Design toggle_set_scheduler_flat, sky130hd; sources not shown.
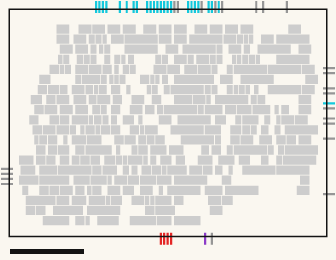
Figure 1: ports around the boundary.
Bar = 20 um. Pins as bars across the die edge, other pins in grey.
io_bus_req_addr -> cyan  # pins 24, direction input, edge 23 top, 1 right
io_bus_init_done -> purple  # pins 1, direction output, edge bottom
io_bus_req_ready -> red  # pins 4, direction output, edge bottom
all pins by edge = 31 top, 10 right, 6 bottom, 4 left
Port Buffer Count: 50
Die Ht: 60.9 um
Die Width: 85.3 um

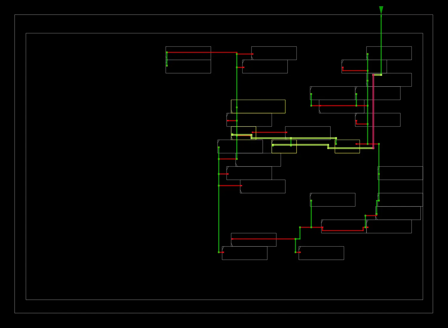
Figure 2: clock wiring as the flow saved it.
clk sink count: 26
P_clk: 0.000209 W
flip-flops: 26
total CTS buffers: 3
clock buffer count: 3

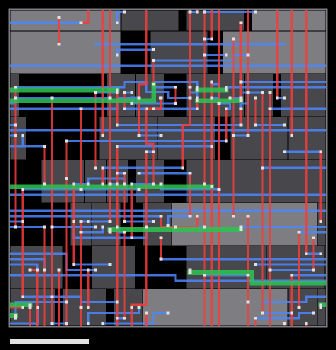
Figure 3: close-up of the layout.
Bar = 5 um. Region (33, 33) to (53, 53) um. Cells in grey, sequential cells in the stronger grey; small squares are vias.
metal 3 -> green
metal 2 -> red
metal 1 -> blue
cells with their middle in the window = 31
sequential cells in the window = 4
most frequent = clkdlybuf4s50_1 (7), o21ai_0 (5)

==> impl_metrics.toml <==
# flow metrics
[worst_setup_path]
cp.depth = 10
crit_slowest_cell = "mux4_2"
regToRegSetupSlack_ns = 0.20
cpLargestDelayFamily = "AND-OR/OR-AND gates"
crit_type = "input pin to output pin"

[cells_and_area]
fin_cells = 376
largest_reg_flops = 12
mostFrequentLayoutCells = "clkdlybuf4s50_1, buf_4, o21ai_0"

[sta]
clock.fmax_mhz = 252
drv_slew = 0

[pwr]
p_clk_frac = 0.234
seq-power_w = 0.000352

[synthesis]
ys_chip_area_um2 = 2080
synth-edff-count = 0
ys_ff = 26
yosysTopAreaCell = "dfrtp_1"
most_common_cell = "o21ai_0"
synthCells = 237
synth_stat.cells = 237
simple_gate_area_frac = 0.177
async_flop_share = 1.00
topCellsByArea = "dfrtp_1, o21ai_0, a221o_1"
top_cell_area_share = 0.313

[clock_tree]
cts_max_level = 1
cts_tree = "built"
clk_pin_slew_ns = 0.09
post_cts_buffers = 6

[hold_path]
hold_path.class = "flop to flop"
worstHoldPathCells = 2

[grt]
gr-usage-met3 = 0.0286

[route]
wl_mm = 6.30
drt_pass1_iterations = 6
vias = 2247

[placement]
pre_cts_ws_ns = -0.403

[run_status]
outcome = "finished clean"
-- final cells by class --
type                       count  area, um^2
clock buffer                   3        41.3
clock inverter                 1        30.0
fill                         321        1290
inverter                      14        57.6
multi-input combinational    182        1370
sequential                    26         651
tap                           55        68.8
timing repair buffer          95         891
-- worst register-to-register path, stage by stage, from the launching register on --
cell     delay [ns]
dfrtp_1        0.41
buf_6          0.15
buf_12         0.13
mux2i_4        0.17
mux2i_1        0.20
nand2_2        0.10
buf_4          0.13
buf_4          0.12
buf_4          0.13
ha_1           0.31
inv_1          0.08
or2_2          0.29
a21oi_1        0.29
a221o_1        0.36
nor2b_4        0.10
a221o_1        0.32
o21ai_0        0.12
o21ai_1        0.11
-- per-layer routing --
layer	vias to the layer above	routed length [um]
met5	-	0
met4	0	44
met3	6	407
met2	102	2960
met1	1074	2890
li1	1065	-
Power and IR drop assume default switching activity.
